**Run 1: the metal 4 layer**

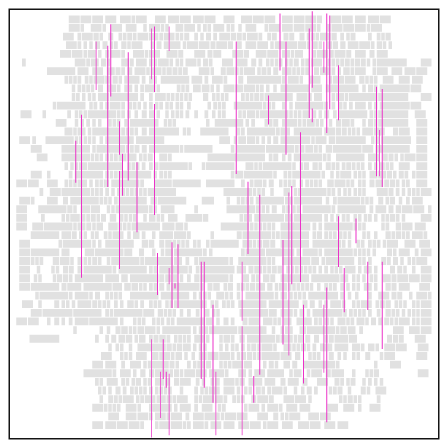
**Run 1: where the registers sit**

Other sequential cells in the stronger gray, the rest of the logic in the fainter gray.
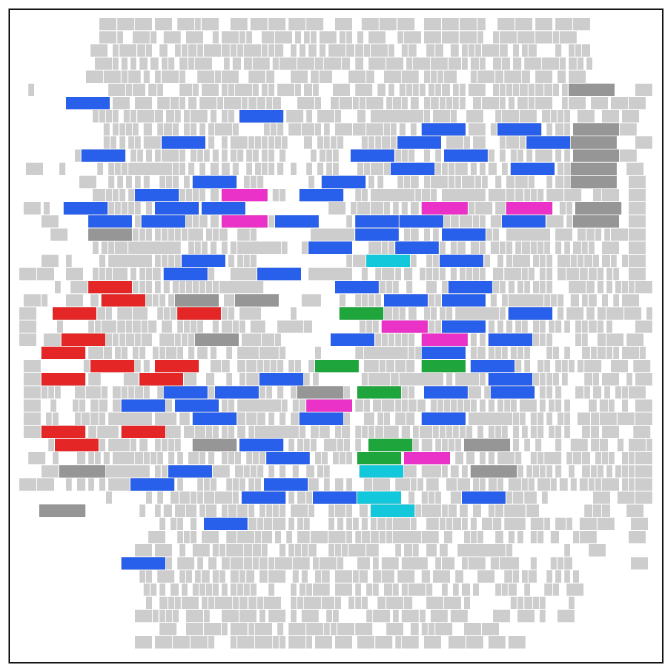
**Run 1: congestion heat map**

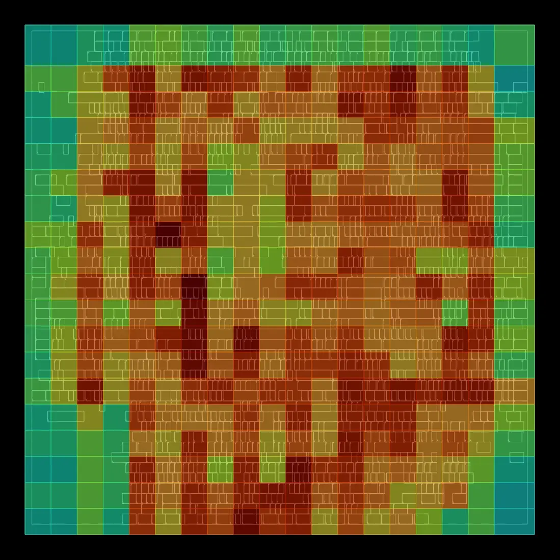
`config.mk`:
```
export PLATFORM = sky130hd
export DESIGN_NAME = sevenseg_sched
export DESIGN_NICKNAME = d
export VERILOG_FILES = /design/src/rtl/sevenseg_pkg.sv /design/src/rtl/sevenseg_rr_arb.sv /design/src/rtl/sevenseg_sched.sv
export SDC_FILE = /design/constraint.sdc
export NUM_CORES = 1
export LEC_CHECK = 0
export ABC_AREA = 1
export ABC_CLOCK_PERIOD_IN_PS = 6600
export CAP_MARGIN = 40
export CORE_MARGIN = 1.5
export CORE_UTILIZATION = 51
export DETAILED_ROUTE_END_ITERATION = 12
export PLACE_DENSITY = 0.95
export RECOVER_POWER = 100
export SLEW_MARGIN = 5
export SYNTH_ARGS = -nofsm -noshare
export SYNTH_HDL_FRONTEND = slang
export SYNTH_SLANG_ARGS = --single-unit
```
`constraint.sdc`:
```
create_clock -name clk -period 6.6 [get_ports clk]
set_input_delay 1.32 -clock clk [delete_from_list [all_inputs] [get_ports clk]]
set_output_delay 1.32 -clock clk [all_outputs]
set_load 0.02 [all_outputs]
```
`src/rtl/sevenseg_pkg.sv`:
```
// Shared types and constants for the seven-segment display scheduler.
package sevenseg_pkg;

    localparam int unsigned NUM_SRC    = 4;
    localparam int unsigned NUM_DIGITS = 8;
    localparam int unsigned SEG_W      = 7;
    localparam int unsigned ADDR_W     = 3;
    localparam int unsigned SRC_IDX_W  = 2;

    // Segment codes, bit 0 = a ... bit 6 = g, active-high
    localparam logic [SEG_W-1:0] SSEG_0     = 7'h3F;
    localparam logic [SEG_W-1:0] SSEG_1     = 7'h06;
    localparam logic [SEG_W-1:0] SSEG_2     = 7'h5B;
    localparam logic [SEG_W-1:0] SSEG_3     = 7'h4F;
    localparam logic [SEG_W-1:0] SSEG_4     = 7'h66;
    localparam logic [SEG_W-1:0] SSEG_5     = 7'h6D;
    localparam logic [SEG_W-1:0] SSEG_6     = 7'h7D;
    localparam logic [SEG_W-1:0] SSEG_7     = 7'h07;
    localparam logic [SEG_W-1:0] SSEG_8     = 7'h7F;
    localparam logic [SEG_W-1:0] SSEG_9     = 7'h6F;
    localparam logic [SEG_W-1:0] SSEG_E     = 7'h79;
    localparam logic [SEG_W-1:0] SSEG_DASH  = 7'h40;
    localparam logic [SEG_W-1:0] SSEG_BLANK = 7'h00;

    typedef struct packed {
        logic             dot;
        logic [SEG_W-1:0] seg;
    } digit_t;

    typedef digit_t [NUM_DIGITS-1:0] frame_t;

    typedef enum logic {
        SCAN_BLANK = 1'b0,
        SCAN_ON    = 1'b1
    } scan_state_t;

    // Unpack a source's flat segment/dot vectors into a frame
    function automatic frame_t pack_frame(input logic [NUM_DIGITS*SEG_W-1:0] segs,
                                          input logic [NUM_DIGITS-1:0]       dots);
        frame_t f;
        for (int d = 0; d < NUM_DIGITS; d++) begin
            f[d].seg = segs[d*SEG_W +: SEG_W];
            f[d].dot = dots[d];
        end
        return f;
    endfunction

endpackage

```
`src/rtl/sevenseg_rr_arb.sv`:
```
// Frame-boundary arbitration: source 0 preempts, sources 1-3 share round-robin with dwell.
module sevenseg_rr_arb
    import sevenseg_pkg::*;
#(
    parameter int unsigned DWELL_FRAMES = 64,
    parameter int unsigned DWELL_W      = 6
) (
    input  logic [NUM_SRC-1:0]   req,
    input  logic [NUM_SRC-1:0]   gnt_q,
    input  logic [DWELL_W-1:0]   dwell_q,
    input  logic [SRC_IDX_W-1:0] ptr_q,
    output logic [NUM_SRC-1:0]   gnt_c,
    output logic [DWELL_W-1:0]   dwell_c,
    output logic [SRC_IDX_W-1:0] ptr_c
);

    localparam logic [DWELL_W-1:0] DWELL_LAST = DWELL_W'(DWELL_FRAMES - 1);

    logic                 found;
    logic [SRC_IDX_W-1:0] sel;
    logic [SRC_IDX_W-1:0] cand;

    // k-th source after pointer p, cycling through 1..3
    function automatic logic [SRC_IDX_W-1:0] rr_cand(input logic [SRC_IDX_W-1:0] p,
                                                      input logic [SRC_IDX_W-1:0] k);
        logic [2:0] s;
        s = {1'b0, p} + {1'b0, k};
        if (s > 3'd3) s = s - 3'd3;
        return s[SRC_IDX_W-1:0];
    endfunction

    // Priority, dwell and round-robin search for the next frame's grant
    always_comb begin
        gnt_c   = '0;
        dwell_c = dwell_q;
        ptr_c   = ptr_q;
        found   = 1'b0;
        sel     = '0;
        cand    = '0;
        if (req[0]) begin
            gnt_c = NUM_SRC'(1);
        end else if ((gnt_q[3:1] != 3'b000) && ((req & gnt_q) != '0) &&
                     (dwell_q < DWELL_LAST)) begin
            gnt_c   = gnt_q;
            dwell_c = dwell_q + DWELL_W'(1);
        end else begin
            for (int k = 1; k <= 3; k++) begin
                cand = rr_cand(ptr_q, SRC_IDX_W'(k));
                if (!found && req[cand]) begin
                    found = 1'b1;
                    sel   = cand;
                end
            end
            if (found) begin
                gnt_c = NUM_SRC'(1) << sel;
                ptr_c = sel;
                // a sole requester re-wins with its dwell left saturated
                dwell_c = gnt_q[sel] ? dwell_q : '0;
            end
        end
    end

endmodule

```
`src/rtl/sevenseg_sched.sv`:
```
// Seven-segment panel scheduler: frame-atomic arbitration plus digit scan with blanking and PWM.
module sevenseg_sched
    import sevenseg_pkg::*;
#(
    parameter int unsigned DIGIT_TICKS  = 8192,
    parameter int unsigned BLANK_TICKS  = 256,
    parameter int unsigned DWELL_FRAMES = 64
) (
    input  logic                                      clk,
    input  logic                                      rst_n,
    input  logic [NUM_SRC-1:0]                        req,
    input  logic [NUM_SRC-1:0][NUM_DIGITS*SEG_W-1:0]  src_seg,
    input  logic [NUM_SRC-1:0][NUM_DIGITS-1:0]        src_dots,
    input  logic [2:0]                                bright,
    output logic [NUM_SRC-1:0]                        gnt,
    output logic [NUM_DIGITS-1:0]                     dig,
    output logic [7:0]                                seg,
    output logic                                      frame_tick
);

    localparam int unsigned TICK_W  = $clog2(DIGIT_TICKS);
    localparam int unsigned DWELL_W = (DWELL_FRAMES > 1) ? $clog2(DWELL_FRAMES) : 1;
    localparam logic [TICK_W-1:0] TICK_MAX   = TICK_W'(DIGIT_TICKS - 1);
    localparam logic [TICK_W-1:0] BLANK_LAST = TICK_W'(BLANK_TICKS - 1);

    scan_state_t          state_q, state_n;
    logic [TICK_W-1:0]    tick_q, tick_n;
    logic [ADDR_W-1:0]    addr_q, addr_n;
    logic [DWELL_W-1:0]   dwell_q, dwell_c;
    logic [SRC_IDX_W-1:0] ptr_q, ptr_c;
    logic [NUM_SRC-1:0]   gnt_c;
    frame_t               buf_q, buf_n;
    logic [2:0]           bright_q, bright_n;
    logic                 boundary;
    logic [7:0]           dig_d, seg_d;
    logic                 frame_tick_d;

    sevenseg_rr_arb #(
        .DWELL_FRAMES (DWELL_FRAMES),
        .DWELL_W      (DWELL_W)
    ) u_arb (
        .req     (req),
        .gnt_q   (gnt),
        .dwell_q (dwell_q),
        .ptr_q   (ptr_q),
        .gnt_c   (gnt_c),
        .dwell_c (dwell_c),
        .ptr_c   (ptr_c)
    );

    // Scan state, counters, arbitration state and frame buffer
    always_ff @(posedge clk or negedge rst_n) begin
        if (!rst_n) begin
            state_q  <= SCAN_BLANK;
            tick_q   <= '0;
            addr_q   <= '0;
            dwell_q  <= '0;
            ptr_q    <= SRC_IDX_W'(3);
            gnt      <= '0;
            buf_q    <= '0;
            bright_q <= 3'd7;
        end else begin
            state_q  <= state_n;
            tick_q   <= tick_n;
            addr_q   <= addr_n;
            buf_q    <= buf_n;
            bright_q <= bright_n;
            if (boundary) begin
                gnt     <= gnt_c;
                dwell_q <= dwell_c;
                ptr_q   <= ptr_c;
            end
        end
    end

    // Next scan state, counters and frame-boundary latching
    always_comb begin
        state_n  = state_q;
        tick_n   = tick_q + TICK_W'(1);
        addr_n   = addr_q;
        buf_n    = buf_q;
        bright_n = bright_q;
        boundary = (addr_q == 3'd7) && (tick_q == TICK_MAX);
        if (tick_q == TICK_MAX) addr_n = addr_q + ADDR_W'(1);
        case (state_q)
            SCAN_BLANK: if (tick_q == BLANK_LAST) state_n = SCAN_ON;
            SCAN_ON:    if (tick_q == TICK_MAX)   state_n = SCAN_BLANK;
            default:    state_n = SCAN_BLANK;
        endcase
        if (boundary) begin
            bright_n = bright;
            buf_n    = '0;
            for (int s = 0; s < NUM_SRC; s++) begin
                if (gnt_c[s]) buf_n = pack_frame(src_seg[s], src_dots[s]);
            end
        end
    end

    // Drive outputs from the next state so registered pins line up with the scan
    always_comb begin
        dig_d        = 8'hFF;
        seg_d        = 8'hFF;
        frame_tick_d = (addr_n == 3'd7) && (tick_n == TICK_MAX);
        if (state_n == SCAN_ON) begin
            seg_d = ~8'(buf_n[addr_n]);
            if (tick_n[2:0] <= bright_n) dig_d = ~(8'b1 << addr_n);
        end
    end

    // Output registers
    always_ff @(posedge clk or negedge rst_n) begin
        if (!rst_n) begin
            dig        <= 8'hFF;
            seg        <= 8'hFF;
            frame_tick <= 1'b0;
        end else begin
            dig        <= dig_d;
            seg        <= seg_d;
            frame_tick <= frame_tick_d;
        end
    end

endmodule

```
==> notes.md, run 1 <==
Synthesis and PnR results.

- The flow ran to the end, but the final reports show violations.
- The checks that failed: capacitance limit, slew limit.
- The clock tree skew after final layout reads 9.61 ps.
- The registers of the reported paths see a clock transition of 50 ps.
- Per the layout report, the design carries 18 clock buffers.
- Max-slew check failures listed in the final report amount to 84.
- In this run, the synthesized area fraction spent on and/or/nand/nor cells is recorded as 40.4%.
- The fraction of power spent switching nets reads 25.2%.
- The final standard cell area without fillers reads 12400 um2.
- The smallest hold slack is 527 ps.
- The maximum count of clock buffers along a single path reads 2.
- The largest net degree at the start of global routing is 68.
- The mux cell area share after synthesis reads 0%.
- The final timing report lists a hold violation count of 0.
- The routed length on met1 reads roughly 12000 um.
- Looking at the cell usage after synthesis, the top flip-flop cell is dfrtp_1.
- The final instance count without filler cells is 1977.
- Setup repair after global routing left no endpoint under its margin.
- The net count after synthesis reads 1758.
- The last element of the critical path is seg[1].
- The total detailed-routing wirelength reads between 30000 and 40000 um.
- The net count reported at finish reads 2013.
- Looking at the setup timing report, the critical path kind is input port to flip-flop.
- Max-cap violations in this run came to 2.
- The chip area estimate from yosys synthesis reads between 8000 and 9000 um2.
- The kind of cell adding the most delay to the critical path is simple AND/OR/NAND/NOR gates.
- The pin closest to its max-slew limit shows a slew of 2470 ps.
- The power of the sequential group reads 0.695 mW.
- The most frequent logic cell in the layout reads nand2_1.
About 'the metal 4 layer':
The layer holds 4.4% of the routed length. 56 nets have wire on it. The wires run mostly vertical.

About 'where the registers sit':
Magenta is seg, placed flops 8. Green is dwell_q, placed flops 6, where center. Blue is buf_q, placed flops 64. Red is tick_q, placed flops 13, where middle left. Cyan is gnt, placed flops 4.
Another 18 sequential cells are not colored.

About 'congestion heat map':
post-route core utilization: 72.3%
GR met2 Demand/Resource: 59.5%
GR Util met3: 8.26%

**Run 1: clock network drawn from the DEF**

Scale bar: 50 um.
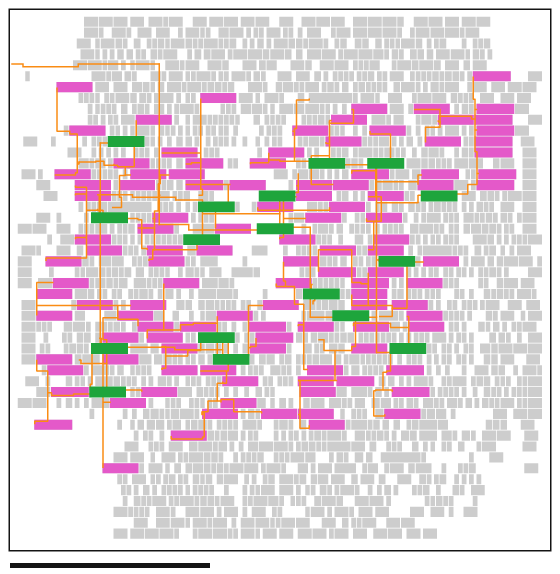

## Run 2: what changed since run 1
Settings changed: ABC_CLOCK_PERIOD_IN_PS 6600 to 5800, CORE_UTILIZATION 51 to 48, PLACE_DENSITY 0.95 to 0.93.
Clock period 6.6 ns to 5.8 ns, I/O delays scaled along.
**Run 2: clock network drawn from the DEF**

Scale bar: 50 um.
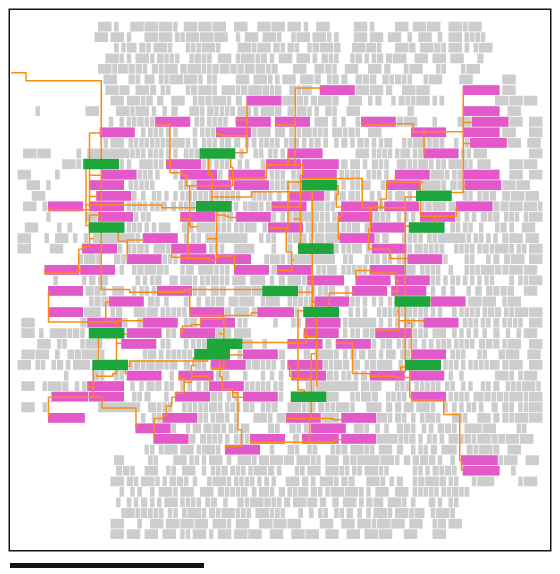
Magenta is flip-flops, count 113. Green is clock drivers, count 17. Orange is clock wires, length 1550 um.
There are 18 routed clock nets.

**Run 2: where the registers sit**

Other sequential cells in the stronger gray, the rest of the logic in the fainter gray.
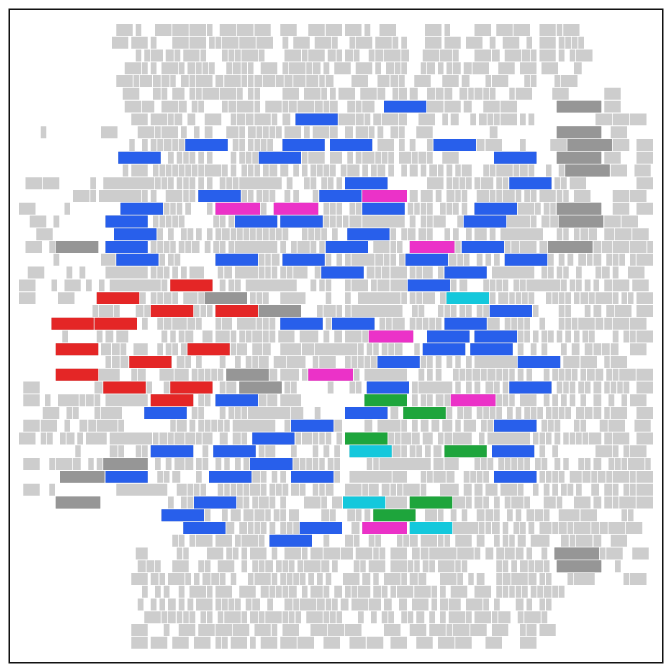
Magenta is seg, placed flops 8. Blue is buf_q, placed flops 64. Red is tick_q, placed flops 13, where middle left. Cyan is gnt, placed flops 4. Green is dwell_q, placed flops 6.
Another 18 sequential cells are not colored.

**Run 2: the metal 4 layer**

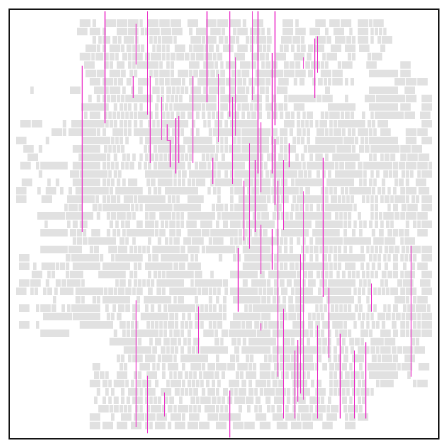
The wires run mostly vertical. 48 nets have wire on it. The layer holds 4.4% of the routed length. The longest straight run is 67.3 um.

==> run 2 against run 1 <==
- the flow still finishes with violations (capacitance limit, slew limit)
- clock skew down 2.5 ps
- total power up 24%
- wire length down 0.94%
- critical path depth up 1
- critical path type unchanged
==> notes.md, run 2 <==
Synthesis and PnR results.

- The smallest hold slack reads 487 ps (-40.9 ps).
- The maximum count of clock buffers along a single path is 2 (unchanged).
- The met3 layer usage reported by global route is 7.04% (-1.2 points).
- The final period demand of the worst path is 4870 ps.
- The checks that failed: capacitance limit, slew limit.
- The run finished, with violations left.
- The final standard cell area without fillers is 12500 um2 (+0.69%).
- The global-route track usage on met2 was 53.5% (-6.0 points).
- The mux cell area share after synthesis came to 0% (unchanged).
- The net count reported at finish is 2011 (-0.099%).
- Looking at the setup timing report, the critical path kind is input port to flip-flop.
- The last element of the critical path reads seg[3].
- The detailed router reports a met2 wire length of 15100 um.
- The clock buffer count is 21 (+3).
- The total detailed-routing wirelength is 31400 um (-0.94%).
- The post-detailed-route count of antenna-violating nets is 0.
- The chip area estimate from yosys synthesis is 8870 um2 (unchanged).
- The post-synthesis share of cell area spent on and, or, nand and nor gates reads 40.4% (unchanged).
- The largest net degree at the start of global routing reads 68 (unchanged).
- The minimum setup slack among reg-to-reg paths reads 1820 ps.
- In the Yosys report the total cell count is 1483.
- The fraction of power spent switching nets is 22.6% (-2.6 points).
- The layout report gives the register share of total cell area as between 20% and 30%.
- The power of the sequential group reads 0.791 mW (+14%).
- The primary flip-flop cell chosen by synthesis mapping is dfrtp_1.
- The number of failing hold endpoints at the final stage reads 0 (unchanged).
- The kind of cell adding the most delay to the critical path reads simple AND/OR/NAND/NOR gates.
- Setup repair after global routing left no endpoint under its margin.
- The clock tree skew after final layout reads 7.06 ps (-2.55 ps).
- The area used by sequential logic in the layout is 2850 um2.
- The routed length on met1 reads 12400 um (+3.3%).
- The number of slew-limit violations in the final report reads 65 (-23%).
- The final instance count without filler cells reads 1979 (+0.10%).
- The number of maximum-capacitance violations is 1 (-1).
- The clock-pin slew reported for the worst setup and hold paths after clock tree synthesis is 60 ps (about the same).
- The met1 usage in global routing is 40.4%.
Power and IR drop assume default switching activity.
